## src/rtl/mxint8_block_assembler_pkg.sv

```systemverilog
// Shared constants and block type for the MXINT8 block assembler.
package mxint8_pkg;

    localparam int BLOCK_SIZE = 32;
    localparam int ELEM_W     = 8;
    localparam int SCALE_W    = 8;
    localparam int IDX_W      = (BLOCK_SIZE > 1) ? $clog2(BLOCK_SIZE) : 1;

    localparam logic [SCALE_W-1:0] E8M0_NAN = 8'hFF;

    typedef logic [ELEM_W-1:0]  elem_t;
    typedef logic [SCALE_W-1:0] scale_t;

    typedef struct packed {
        scale_t                                scale_a;
        scale_t                                scale_b;
        logic [BLOCK_SIZE-1:0][ELEM_W-1:0]     elem_a;
        logic [BLOCK_SIZE-1:0][ELEM_W-1:0]     elem_b;
    } mx_block_t;

    function automatic logic is_e8m0_nan(input scale_t s);
        return (s == E8M0_NAN);
    endfunction

endpackage

```

## src/rtl/mxint8_block_assembler_if.sv

```systemverilog
// Beat-input and block-output handshake bundle of the MXINT8 block assembler.
interface mxint8_block_assembler_if;
    import mxint8_pkg::*;

    logic                              in_valid;
    logic                              in_ready;
    logic                              in_first;
    scale_t                            in_scale_a;
    scale_t                            in_scale_b;
    elem_t                             in_elem_a;
    elem_t                             in_elem_b;
    logic                              out_valid;
    logic                              out_ready;
    scale_t                            out_scale_a;
    scale_t                            out_scale_b;
    logic [BLOCK_SIZE-1:0][ELEM_W-1:0] out_elem_a;
    logic [BLOCK_SIZE-1:0][ELEM_W-1:0] out_elem_b;
    logic                              out_nan;
    logic                              err_framing;

    modport master (
        output in_valid, in_first, in_scale_a, in_scale_b, in_elem_a, in_elem_b, out_ready,
        input  in_ready, out_valid, out_scale_a, out_scale_b, out_elem_a, out_elem_b,
               out_nan, err_framing
    );

    modport slave (
        input  in_valid, in_first, in_scale_a, in_scale_b, in_elem_a, in_elem_b, out_ready,
        output in_ready, out_valid, out_scale_a, out_scale_b, out_elem_a, out_elem_b,
               out_nan, err_framing
    );

endinterface

```

## src/rtl/mxint8_block_assembler_bank.sv

```systemverilog
// One ping-pong bank: block storage plus its full flag.
module mxint8_block_bank
    import mxint8_pkg::*;
(
    input  logic             clk,
    input  logic             rst_n,
    input  logic             wr_en,
    input  logic [IDX_W-1:0] wr_slot,
    input  logic             wr_first,
    input  scale_t           scale_a,
    input  scale_t           scale_b,
    input  elem_t            elem_a,
    input  elem_t            elem_b,
    input  logic             set_full,
    input  logic             clr_full,
    output logic             full_r,
    output mx_block_t        blk_r
);

    // Element/scale storage and full flag; set and clear never coincide on one bank.
    always_ff @(posedge clk or negedge rst_n) begin
        if (!rst_n) begin
            blk_r  <= '0;
            full_r <= 1'b0;
        end else begin
            if (wr_en) begin
                blk_r.elem_a[wr_slot] <= elem_a;
                blk_r.elem_b[wr_slot] <= elem_b;
                if (wr_first) begin
                    blk_r.scale_a <= scale_a;
                    blk_r.scale_b <= scale_b;
                end
            end
            if (set_full) begin
                full_r <= 1'b1;
            end else if (clr_full) begin
                full_r <= 1'b0;
            end
        end
    end

endmodule

```

## src/rtl/mxint8_block_assembler.sv

```systemverilog
// Collects paired int8 beats into BLOCK_SIZE blocks and presents them through a
// two-bank ping-pong buffer with strict FIFO order.
module mxint8_block_assembler
    import mxint8_pkg::*;
(
    input  logic                     clk,
    input  logic                     rst_n,
    mxint8_block_assembler_if.slave  bus
);

    logic [IDX_W-1:0] idx_r;
    logic [IDX_W-1:0] idx_nxt_s;
    logic             wr_ptr_r;
    logic             rd_ptr_r;
    logic             err_framing_r;

    logic             in_ready_s;
    logic             out_valid_s;
    logic             accept_s;
    logic             drop_s;
    logic             restart_s;
    logic             wr_en_s;
    logic [IDX_W-1:0] wr_slot_s;
    logic             last_s;
    logic             drain_s;

    logic [1:0]       full_s;
    logic [1:0]       bank_wr_s;
    logic [1:0]       bank_set_s;
    logic [1:0]       bank_clr_s;
    mx_block_t        blk_s [2];
    mx_block_t        blk_out_s;

    // Handshake decode, framing check and fill-index update.
    always_comb begin
        in_ready_s  = wr_ptr_r ? ~full_s[1] : ~full_s[0];
        out_valid_s = rd_ptr_r ? full_s[1] : full_s[0];
        accept_s    = bus.in_valid & in_ready_s;
        drop_s      = accept_s & ~bus.in_first & (idx_r == '0);
        restart_s   = accept_s & bus.in_first & (idx_r != '0);
        wr_en_s     = accept_s & ~drop_s;
        wr_slot_s   = bus.in_first ? '0 : idx_r;
        last_s      = wr_en_s & (wr_slot_s == IDX_W'(BLOCK_SIZE - 1));
        drain_s     = out_valid_s & bus.out_ready;
        if (last_s) begin
            idx_nxt_s = '0;
        end else if (wr_en_s) begin
            idx_nxt_s = wr_slot_s + IDX_W'(1);
        end else begin
            idx_nxt_s = idx_r;
        end
        bank_wr_s  = 2'b00;
        bank_set_s = 2'b00;
        bank_clr_s = 2'b00;
        bank_wr_s[wr_ptr_r]  = wr_en_s;
        bank_set_s[wr_ptr_r] = last_s;
        bank_clr_s[rd_ptr_r] = drain_s;
    end

    for (genvar g = 0; g < 2; g++) begin : g_bank
        mxint8_block_bank u_bank (
            .clk      (clk),
            .rst_n    (rst_n),
            .wr_en    (bank_wr_s[g]),
            .wr_slot  (wr_slot_s),
            .wr_first (bus.in_first),
            .scale_a  (bus.in_scale_a),
            .scale_b  (bus.in_scale_b),
            .elem_a   (bus.in_elem_a),
            .elem_b   (bus.in_elem_b),
            .set_full (bank_set_s[g]),
            .clr_full (bank_clr_s[g]),
            .full_r   (full_s[g]),
            .blk_r    (blk_s[g])
        );
    end

    // Fill index, bank pointers and the framing-error pulse.
    always_ff @(posedge clk or negedge rst_n) begin
        if (!rst_n) begin
            idx_r         <= '0;
            wr_ptr_r      <= 1'b0;
            rd_ptr_r      <= 1'b0;
            err_framing_r <= 1'b0;
        end else begin
            idx_r         <= idx_nxt_s;
            err_framing_r <= drop_s | restart_s;
            if (last_s) begin
                wr_ptr_r <= ~wr_ptr_r;
            end
            if (drain_s) begin
                rd_ptr_r <= ~rd_ptr_r;
            end
        end
    end

    // Output mux selects the oldest full bank.
    always_comb begin
        if (rd_ptr_r) begin
            blk_out_s = blk_s[1];
        end else begin
            blk_out_s = blk_s[0];
        end
    end

    assign bus.in_ready    = in_ready_s;
    assign bus.out_valid   = out_valid_s;
    assign bus.out_scale_a = blk_out_s.scale_a;
    assign bus.out_scale_b = blk_out_s.scale_b;
    assign bus.out_elem_a  = blk_out_s.elem_a;
    assign bus.out_elem_b  = blk_out_s.elem_b;
    assign bus.out_nan     = is_e8m0_nan(blk_out_s.scale_a) | is_e8m0_nan(blk_out_s.scale_b);
    assign bus.err_framing = err_framing_r;

endmodule
```

## src/flat_wrapper.sv

```systemverilog
// flat-port wrapper written by rule: the top's interface ports become plain ports
module mxint8_block_assembler_flat import mxint8_pkg::*;
  (clk, rst_n, bus_in_valid, bus_in_first, bus_in_scale_a, bus_in_scale_b, bus_in_elem_a, bus_in_elem_b, bus_out_ready, bus_in_ready, bus_out_valid, bus_out_scale_a, bus_out_scale_b, bus_out_elem_a, bus_out_elem_b, bus_out_nan, bus_err_framing);
  mxint8_block_assembler_if bus_i ();
  input  logic clk;
  input  logic rst_n;
  input wire logic [$bits(bus_i.in_valid)-1:0] bus_in_valid;
  input wire logic [$bits(bus_i.in_first)-1:0] bus_in_first;
  input wire logic [$bits(bus_i.in_scale_a)-1:0] bus_in_scale_a;
  input wire logic [$bits(bus_i.in_scale_b)-1:0] bus_in_scale_b;
  input wire logic [$bits(bus_i.in_elem_a)-1:0] bus_in_elem_a;
  input wire logic [$bits(bus_i.in_elem_b)-1:0] bus_in_elem_b;
  input wire logic [$bits(bus_i.out_ready)-1:0] bus_out_ready;
  output wire logic [$bits(bus_i.in_ready)-1:0] bus_in_ready;
  output wire logic [$bits(bus_i.out_valid)-1:0] bus_out_valid;
  output wire logic [$bits(bus_i.out_scale_a)-1:0] bus_out_scale_a;
  output wire logic [$bits(bus_i.out_scale_b)-1:0] bus_out_scale_b;
  output wire logic [$bits(bus_i.out_elem_a)-1:0] bus_out_elem_a;
  output wire logic [$bits(bus_i.out_elem_b)-1:0] bus_out_elem_b;
  output wire logic [$bits(bus_i.out_nan)-1:0] bus_out_nan;
  output wire logic [$bits(bus_i.err_framing)-1:0] bus_err_framing;
  assign bus_i.in_valid = bus_in_valid;
  assign bus_i.in_first = bus_in_first;
  assign bus_i.in_scale_a = bus_in_scale_a;
  assign bus_i.in_scale_b = bus_in_scale_b;
  assign bus_i.in_elem_a = bus_in_elem_a;
  assign bus_i.in_elem_b = bus_in_elem_b;
  assign bus_i.out_ready = bus_out_ready;
  assign bus_in_ready = bus_i.in_ready;
  assign bus_out_valid = bus_i.out_valid;
  assign bus_out_scale_a = bus_i.out_scale_a;
  assign bus_out_scale_b = bus_i.out_scale_b;
  assign bus_out_elem_a = bus_i.out_elem_a;
  assign bus_out_elem_b = bus_i.out_elem_b;
  assign bus_out_nan = bus_i.out_nan;
  assign bus_err_framing = bus_i.err_framing;
  mxint8_block_assembler u_core (.clk(clk), .rst_n(rst_n), .bus(bus_i));
endmodule
```

## config.mk

```make
export PLATFORM = sky130hd
export DESIGN_NAME = mxint8_block_assembler_flat
export DESIGN_NICKNAME = d
export VERILOG_FILES = /design/src/rtl/mxint8_block_assembler_pkg.sv /design/src/rtl/mxint8_block_assembler_if.sv /design/src/rtl/mxint8_block_assembler_bank.sv /design/src/rtl/mxint8_block_assembler.sv /design/src/flat_wrapper.sv
export SDC_FILE = /design/constraint.sdc
export NUM_CORES = 1
export LEC_CHECK = 0
export CORE_UTILIZATION = 60
export CTS_CLUSTER_SIZE = 10
export DETAILED_ROUTE_END_ITERATION = 16
export GPL_TIMING_DRIVEN = 1
export PLACE_DENSITY = 0.84
export SLEW_MARGIN = 40
export SYNTH_ARGS = -nofsm -noshare
export SYNTH_HDL_FRONTEND = slang
export SYNTH_SLANG_ARGS = --single-unit
```

## constraint.sdc

```tcl
create_clock -name clk -period 3.8 [get_ports clk]
set_input_delay 0.95 -clock clk [delete_from_list [all_inputs] [get_ports clk]]
set_output_delay 0.95 -clock clk [all_outputs]
set_load 0.03 [all_outputs]
```

run_1/congestion.png
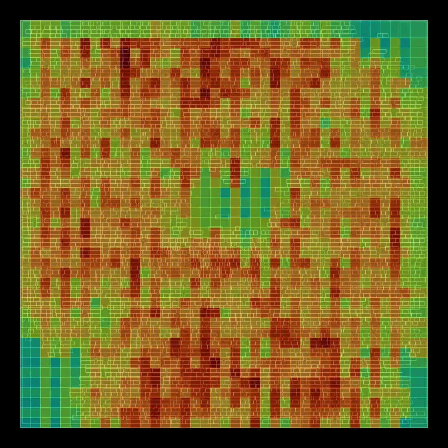
met2 Resource Use GR: 54.1%
Most Crowded Layer GR: met2
DR WL/cell: 27.4 µm
All-Layer GR Usage: 33.0%

run_1/detail.png
Region (126, 69) to (156, 99) µm. Cells in grey, sequential cells in the stronger grey; small squares are vias.
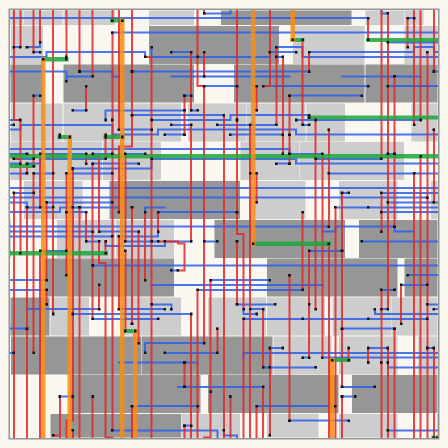
colour	layer
red	metal 2
orange	metal 4
green	metal 3
blue	metal 1
netlist names of flops here include	u_core.g_bank.u_bank.blk_r (15)
most frequent	mux2_2 (21), dfrtp_1 (15), buf_4 (4)
cells with their middle in the window	46
sequential cells in the window	15

run_1/metal_density.png
(1.5 px per µm) The die is cut into 28 by 28 equal tiles; white is low, dark blue is high, scaled to the fullest tile. Values are wire area over tile area, all layers added.
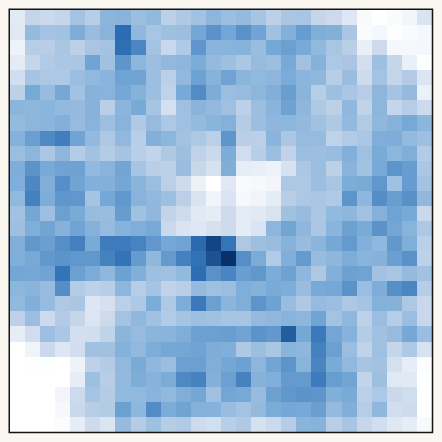
tiles over half the peak	21%
nearly empty tiles	3.4%
fullest tile	0.69
emptiest ninth of the die	bottom left
vias: 28,500
final wirelength: 130 mm

==> metrics.yaml, run 1 <==
cts-root-buf: "clkbuf_16"
crit_family: "buffers and inverters"
final_hold_viol_count: 0
worstPathMaxFanout: 78
clockBufferDepth: 3
setup-tns-final_ns: 0
status: "complete, no violations"
use_met1_pct: 42.2
final_layout_top_logic_cells: "1,545 x mux2_2, 1,065 x dfrtp_1, 533 x clkdlybuf4s50_1, 132 x buf_4, 118 x clkbuf_16"
simple_gate_area_share_pct: 1.68
dpl.cell_count: 4580
fin_crit_sh_pct: 98.6
common_cells: "1,545 x mux2_2, 1,066 x dfrtp_1, 192 x clkbuf_1, 47 x buf_2, 40 x mux2_4"
power_frac_seq_pct: 44.6
yosysMostFrequentCell: "mux2_2"
synth_warnings: 0
vdd_ir_drop_max_mv: 0.454
avgSynthCellArea_um2: 15.2
logic_family: "multiplexers"
p_int_mw: 20.2
crit_start: "u_core.rd_ptr_r"
hold_class: "in -> async"
clk-power_mw: 9.73
grt_pass1_vias: 30700
dpl.hpwl_mm: 87.1
ios: 569
instances_no_fill: 4724
yosys.cell_types.count: 40
cap_violations: 0
die_h_um: 281
crit_buf_inv: 3
yosysSeqAreaShare_pct: 57.0
hold_buffers: 0
lay_top_count: "mux2_2"
cp_common_cell: "buf_12"
p_clk_share_pct: 34.5
grt_pass1_wl_mm: 195
worstReg2RegEnd: "u_core.g_bank[1].u_bank.blk_r[368]"
yosysChipArea_um2: 46800
p_leak_nw: 28.6
combPwrFrac_pct: 20.9
crit_cells: 4
path_cells: "buf_12 -> buf_12 -> mux2_2 -> clkdlybuf4s50_1"
ff_type: "dfrtp_1"
cts_tree: "yes"
fp-utilization_pct: 60.5
area_leaders: "dfrtp_1 57%, mux2_2 37%, clkbuf_1 1.5%"
clk_latency_ns: 0.68
area_delta_synth_final_pct: 22.9
start_kind: "flip-flop"
p_comb_mw: 5.89
synth.net_count: 3121
setup_viol: 0
nets: 3706
async_flop_share_pct: 100
crit_end: "bus_out_elem_b[27]"
crit_slowest_cell: "clkdlybuf4s50_1"
ys_sh_aoi_pct: 0.254
met1_length_mm: 51.6
r2r-start: "u_core.g_bank[0].u_bank.full_r"
totalPowerFinal_mw: 28.2
syn_area_um2: 46800
std_cell_rows: 102
relSlewSlack_pct: 40.4
arrival_ns: 2.80
drtAntennaViolNets: 0
wl_met2_mm: 63.8
p_sw_mw: 8.01
first_pass_iters: 5
drt_iter0_markers: 1883
maxPowerGroup: "registers"
met3_length_mm: 8.36
swShare_pct: 28.4
top_cell_area_share_pct: 57.0
htree_levels: 3
warnings: 30
finalCriticalPeriod_ns: 3.75
syn-instance-count: 3079
fin_ws_ns: 0.0547
core_area_um2: 77300
power_sequential_mw: 12.6
edf_count: 0
p_per_area_nw_per_um2: 491
ys_ff: 1066
required_ns: 2.85
port-buffer-count: 568
pre_cts_ws_ns: 0.292
skew_ns: 0.0263
clock-sinks: 1066
yosysCellCount: 3079
top_layer: "met5"
antenna_found_initial: 3
endpoint_kind: "output port"
grt_util_met3_pct: 7.26
die_area_um2: 79100
logic_area_um2: 19100
## run 1: registers in the layout, summed over array words and instances (netlist names)
signal and cells:
u_core.rd_ptr_r 1, u_core.wr_ptr_r 1, u_core.g_bank.u_bank.full_r 2, u_core.g_bank.u_bank.blk_r 1056, u_core.bus.err_framing 1, u_core.idx_r 5
## run 1: layout make-up
type / instances / area share, %
Clock buffer: 132 / 5.25
Sequential cell: 1066 / 46.4
Antenna cell: 1 / 0.00436
Inverter: 5 / 0.0327
Multi-Input combinational cell: 1745 / 33.2
Clock inverter: 6 / 0.176
Timing Repair Buffer: 729 / 12.6
Tap cell: 1040 / 2.26
## run 1: metrics by stage
stage	instance area (µm²)	util, %
after floorplan	46800	-
after global placement	54200	70.1
after detailed placement	54200	70.1
after CTS	57400	74.2
after global routing	57500	74.3
final	57500	74.3
--- run 2 (diff from run 1) ---
- SLEW_MARGIN: 40 -> 20
run_2/detail.png
Region (126, 69) to (156, 99) µm. Cells in grey, sequential cells in the stronger grey; small squares are vias.
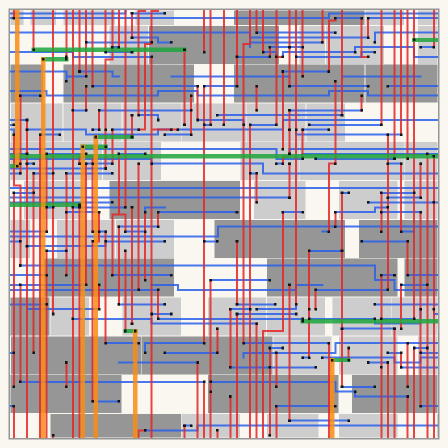
colour	layer
blue	metal 1
red	metal 2
green	metal 3
orange	metal 4
cells with their middle in the window	48
sequential cells in the window	15
netlist names of flops here include	u_core.g_bank.u_bank.blk_r (14), u_core.idx_r (1)
most frequent	mux2_2 (22), dfrtp_1 (15), buf_4 (5)

run_2/metal_density.png
(1.5 px per µm) The die is cut into 28 by 28 equal tiles; white is low, dark blue is high, scaled to the fullest tile. Values are wire area over tile area, all layers added.
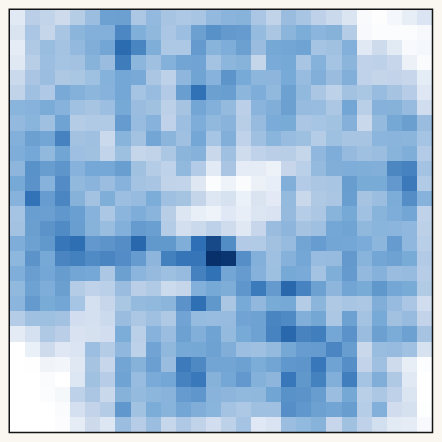
nearly empty tiles	2.8%
fullest tile	0.68
tiles over half the peak	27%
All-Layer GR Usage: 33.4%
DR WL/cell: 27.8 µm
final wirelength: 131 mm
vias: 28,600

==> metrics.yaml, run 2 <==
skew_ns: 0.0221  # -0.00415 ns
yosys.cell_types.count: 40  # unchanged
top_register: "u_core.g_bank.u_bank.blk_r"
clockBufferDepth: 3  # unchanged
area_delta_synth_final_pct: 22.9  # about the same
final_max_slew_viol_count: 0
nets: 3706  # unchanged
yosysChipArea_um2: 46800  # unchanged
post_cts_buffers: 3
grt-ovfl-total: 0
clk-power_mw: 9.80  # +0.7%
die_h_um: 281  # unchanged
crit_end: "bus_out_elem_b[251]"
simple_gate_area_share_pct: 1.68  # unchanged
finalCriticalPeriod_ns: 3.76  # +0.0151 ns
maxPowerGroup: "registers"
die_w_um: 281
warnings: 31  # +3.3%
pre_cts_ws_ns: 0.295  # +0.00259 ns
yosysSeqAreaShare_pct: 57.0  # unchanged
ctsResizeCount: 8
instances_no_fill: 4724  # unchanged
ios: 569  # unchanged
power_frac_seq_pct: 44.5  # about the same
lay_top_count: "mux2_2"
crit_slowest_cell: "clkdlybuf4s50_1"
grt_setup_unrepaired: "true"
fin_ws_ns: 0.0396  # -0.0151 ns
grt_max_degree: 85
cp_slowest_stage_delay_ns: 0.67
top_layer: "met5"
largest_registers: "u_core.g_bank.u_bank.blk_r (1056), u_core.idx_r (5), u_core.g_bank.u_bank.full_r (2)"
worstReg2RegEnd: "u_core.g_bank[1].u_bank.blk_r[369]"
dpl.hpwl_mm: 87.1  # about the same
combPwrFrac_pct: 20.8  # about the same
crit_family: "buffers and inverters"
cts_inserted_buffers: 118
vdd_ir_drop_max_mv: 0.420  # -7.6%
synth.mux.area_fraction_pct: 38.5
p_comb_mw: 5.88  # about the same
yosysCellCount: 3079  # unchanged
yosys.area.top_type: "dfrtp_1"
drtAntennaViolNets: 0  # unchanged
required_ns: 2.85  # about the same
first_pass_iters: 6  # +1
status: "complete, no violations"
crit_start: "u_core.rd_ptr_r"
largest_reg_flops: 1056  # unchanged
yosysMostFrequentCell: "mux2_2"
max_clock_freq_mhz: 266
endpoint_kind: "output port"
ys_sh_aoi_pct: 0.254  # unchanged
use_met1_pct: 42.4  # +0.18 points
power_sequential_mw: 12.6  # about the same
area_leaders: "dfrtp_1 57%, mux2_2 37%, clkbuf_1 1.5%"
grt_pass1_vias: 31100  # +1.2%
wl_met2_mm: 65.0  # +1.9%
ys_ff: 1066  # unchanged
syn_area_um2: 46800  # unchanged
setup-tns-final_ns: 0  # unchanged
std_cell_rows: 102  # unchanged
cts-root-buf: "clkbuf_16"
drt_iter0_markers: 1925  # +2.2%
ff_type: "dfrtp_1"
worstPathMaxFanout: 36  # -54%
p_int_mw: 20.2  # about the same
antenna_found_initial: 4  # +1
use_met2_pct: 55.1  # +1.1 points
clk_pin_slew_ns: 0.06
p_leak_nw: 28.9  # +0.98%
crit_buf_inv: 2  # -1
r2r-start: "u_core.g_bank[0].u_bank.full_r"
fp-utilization_pct: 60.5  # unchanged
busiest_layer: "met2"
start_kind: "flip-flop"
core_area_um2: 77300  # unchanged
fin_crit_sh_pct: 99.0  # +0.40 points
synthAdderAreaFrac_pct: 0.134
syn-instance-count: 3079  # unchanged
hold_buffers: 0  # unchanged
hold_class: "in -> async"
common_cells: "1,545 x mux2_2, 1,066 x dfrtp_1, 192 x clkbuf_1, 47 x buf_2, 40 x mux2_4"
logic_family: "multiplexers"
async_flop_share_pct: 100  # unchanged
final_core_util_pct: 74.3  # about the same
clk_latency_ns: 0.67  # about the same
port-buffer-count: 568  # unchanged
cts_tree: "yes"
p_sw_mw: 8.07  # +0.77%
crit_type: "reg -> out"
nFillCells: 4656
final_layout_top_logic_cells: "1,545 x mux2_2, 1,065 x dfrtp_1, 507 x clkdlybuf4s50_1, 133 x buf_4, 119 x clkbuf_16"
met3_length_mm: 8.02  # -4.1%
path_cells: "buf_4 -> mux2_2 -> clkdlybuf4s50_1"
edf_count: 0  # unchanged
final_hold_viol_count: 0  # unchanged
dpl.cell_count: 4580  # unchanged
die_area_um2: 79100  # unchanged
tightestPinTransition_ns: 0.959
p_per_area_nw_per_um2: 492  # +0.20%
avgSynthCellArea_um2: 15.2  # unchanged
htree_levels: 3  # unchanged
arrival_ns: 2.81  # about the same
cap_violations: 0  # unchanged
p_clk_share_pct: 34.7  # +0.2 points
drc: 0
met1_length_mm: 52.6  # +1.8%
grt_util_met3_pct: 7.14  # -0.12 points
setup_viol: 0  # unchanged
swShare_pct: 28.6  # +0.15 points
clock-sinks: 1066  # unchanged
grt_pass1_wl_mm: 197  # +1.0%
top_cell_area_share_pct: 57.0  # unchanged
synth.net_count: 3121  # unchanged
crit_cells: 3  # -1
synth_warnings: 0  # unchanged
relSlewSlack_pct: 36.1  # -4.3 points
run 2: cell counts after synthesis:
Identical to the previous run, type by type.
run 2: final cells by class:
type                    instances  area (µm²)  share of cell area, %
well taps                    1040        1300                   2.26
clock buffers                 129        3010                   5.24
clock inverters                10         113                  0.196
inverters                       5        18.8                 0.0327
flip-flops and latches       1066       26700                   46.4
multi-input cells            1745       19100                   33.2
repair buffers                728        7270                   12.7
diodes                          1        2.50                0.00435
run 2: stage by stage:
stage / hold WS (ns) / power (mW) / area [µm²]
floorplan: 0.474 / 16.0 / 46800
global placement: 0.481 / 18.4 / 54200
detailed placement: 0.487 / 18.6 / 54200
CTS: 0.331 / 28.4 / 57400
global route: 0.346 / 29.2 / 57500
finish: 0.303 / 28.2 / 57500
--- run 3 (diff from run 2) ---
- SKIP_CTS_REPAIR_TIMING: default -> 1
run_3/logic_types.png
(2 px per µm)
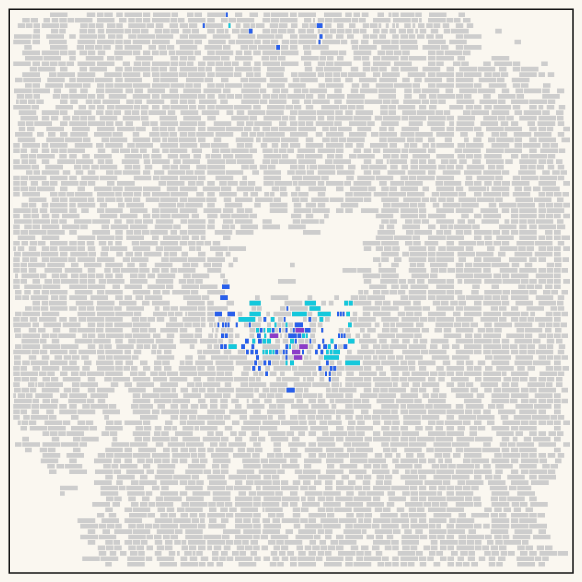
colour	family	cells	where
purple	fa/ha/maj cells	5	middle
blue	nand cells	79	middle
cyan	nor cells	42	middle
logic share of the area: 33.2%
Commonest Layout Cell: mux2_2
fin cells: 4,723

run_3/congestion.png
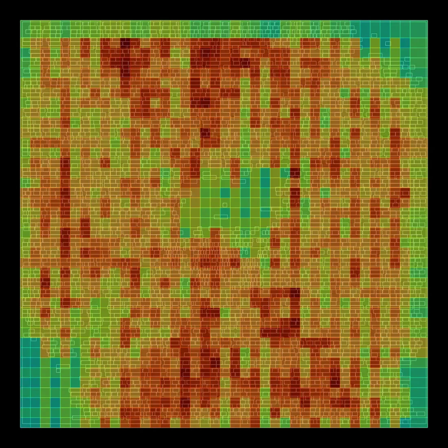
met1 GRT Util: 42.2%
met3 Use GR: 7.27%
met2 Resource Use GR: 55.1%
Core Util, Final: 74.3%

==> metrics.yaml, run 3 <==
status: "complete, no violations"
common_cells: "1,545 x mux2_2, 1,066 x dfrtp_1, 192 x clkbuf_1, 47 x buf_2, 40 x mux2_4"
endpoint_kind: "output port"
synth.mux.area_fraction_pct: 38.5  # unchanged
drc: 0  # unchanged
ys_sh_aoi_pct: 0.254  # unchanged
logic_area_um2: 19100  # unchanged
avgSynthCellArea_um2: 15.2  # unchanged
yosys.cell_types.count: 40  # unchanged
hold_class: "in -> async"
async_flop_share_pct: 100  # unchanged
crit_type: "reg -> out"
die_area_um2: 79100  # unchanged
die_h_um: 281  # unchanged
ff_type: "dfrtp_1"
skew_ns: 0.0201  # -0.00207 ns
tightestPinTransition_ns: 0.974  # +0.0149 ns
nets: 3705  # -0.027%
fp-utilization_pct: 60.5  # unchanged
nFillCells: 4648  # -0.17%
antenna_found_initial: 5  # +1
vdd_ir_drop_max_mv: 0.420  # about the same
required_ns: 2.85  # about the same
warnings: 31  # unchanged
top_register: "u_core.g_bank.u_bank.blk_r"
register_area_um2: 26700  # unchanged
clockBufferDepth: 3  # unchanged
r2r-start: "u_core.g_bank[0].u_bank.full_r"
crit_end: "bus_out_elem_b[250]"
placed_cell_area_um2: 54200  # unchanged
grt_setup_unrepaired: "true"
drtAntennaViolNets: 0  # unchanged
setup-tns-final_ns: 0  # unchanged
syn-instance-count: 3079  # unchanged
ios: 569  # unchanged
clock-sinks: 1066  # unchanged
fin_crit_sh_pct: 99.5  # +0.52 points
busiest_layer: "met2"
final_layout_top_logic_cells: "1,545 x mux2_2, 1,065 x dfrtp_1, 508 x clkdlybuf4s50_1, 131 x buf_4, 119 x clkbuf_16"
area_leaders: "dfrtp_1 57%, mux2_2 37%, clkbuf_1 1.5%"
syn_area_um2: 46800  # unchanged
crit_family: "buffers and inverters"
top_cell_area_share_pct: 57.0  # unchanged
synth.net_count: 3121  # unchanged
setup_viol: 0  # unchanged
design_area_um2: 57500  # about the same
grt_max_degree: 85  # unchanged
dpl.hpwl_mm: 87.1  # unchanged
wl_per_cell_um: 27.8  # -0.16%
worstPathMaxFanout: 36  # unchanged
final_hold_viol_count: 0  # unchanged
top_layer: "met5"
yosysChipArea_um2: 46800  # unchanged
p_per_area_nw_per_um2: 492  # about the same
start_kind: "flip-flop"
worstReg2RegEnd: "u_core.g_bank[1].u_bank.blk_r[369]"
met1_length_mm: 52.0  # -1.1%
final_max_slew_viol_count: 0  # unchanged
yosysMostFrequentCell: "mux2_2"
grt_usage_pct: 33.4  # -0.048 points
yosysSeqAreaShare_pct: 57.0  # unchanged
cts_inserted_buffers: 118  # unchanged
finalCriticalPeriod_ns: 3.78  # +0.0197 ns
std_cell_rows: 102  # unchanged
logic_family: "multiplexers"
routed-via-count: 28500  # -0.34%
htree_levels: 3  # unchanged
drt_iter0_markers: 1884  # -2.1%
crit_buf_inv: 2  # unchanged
p_leak_nw: 29.0  # +0.21%
clk_latency_ns: 0.68  # about the same
wirelength_mm: 131  # -0.18%
dpl.cell_count: 4580  # unchanged
yosys.area.top_type: "dfrtp_1"
cts-root-buf: "clkbuf_16"
hold_ws_ns: 0.322  # +0.0182 ns
cap_violations: 0  # unchanged
grt-ovfl-total: 0  # unchanged
grt_pass1_vias: 31100  # +0.026%
totalPowerFinal_mw: 28.3  # about the same
cp_slowest_stage_delay_ns: 0.67  # about the same
crit_cells: 3  # unchanged
arrival_ns: 2.83  # +0.02 ns
core_area_um2: 77300  # unchanged
largest_registers: "u_core.g_bank.u_bank.blk_r (1056), u_core.idx_r (5), u_core.g_bank.u_bank.full_r (2)"
wl_met2_mm: 64.9  # -0.23%
met3_length_mm: 8.32  # +3.8%
relSlewSlack_pct: 35.1  # -0.99 points
edf_count: 0  # unchanged
first_pass_iters: 6  # unchanged
cts_tree: "yes"
die_w_um: 281  # unchanged
grt_pass1_wl_mm: 196  # -0.12%
ys_ff: 1066  # unchanged
## run 3: report_power, final
group	internal (mW)	switching, mW	leakage, nW
sequential	12.1	0.457	14.7
combinational	2.54	3.35	12.8
clock	5.52	4.28	1.53
total	20.2	8.09	29.0
## run 3: worst register-to-register path: stages, from the launching register on
cell and delay [ns]:
dfrtp_1 0.47, mux2i_1 0.34, and2_1 0.69, nand3_1 0.47
buf_4 0.34, mux2_2 0.30
## run 3: layout make-up
cell class	count	share of cell area (%)
multi-input combinational	1745	33.2
clock buffer	129	5.24
antenna	1	0.00435
sequential	1066	46.4
timing repair buffer	727	12.7
clock inverter	10	0.196
inverter	5	0.0326
tap	1040	2.26
Power is estimated from default activity; no workload was simulated.
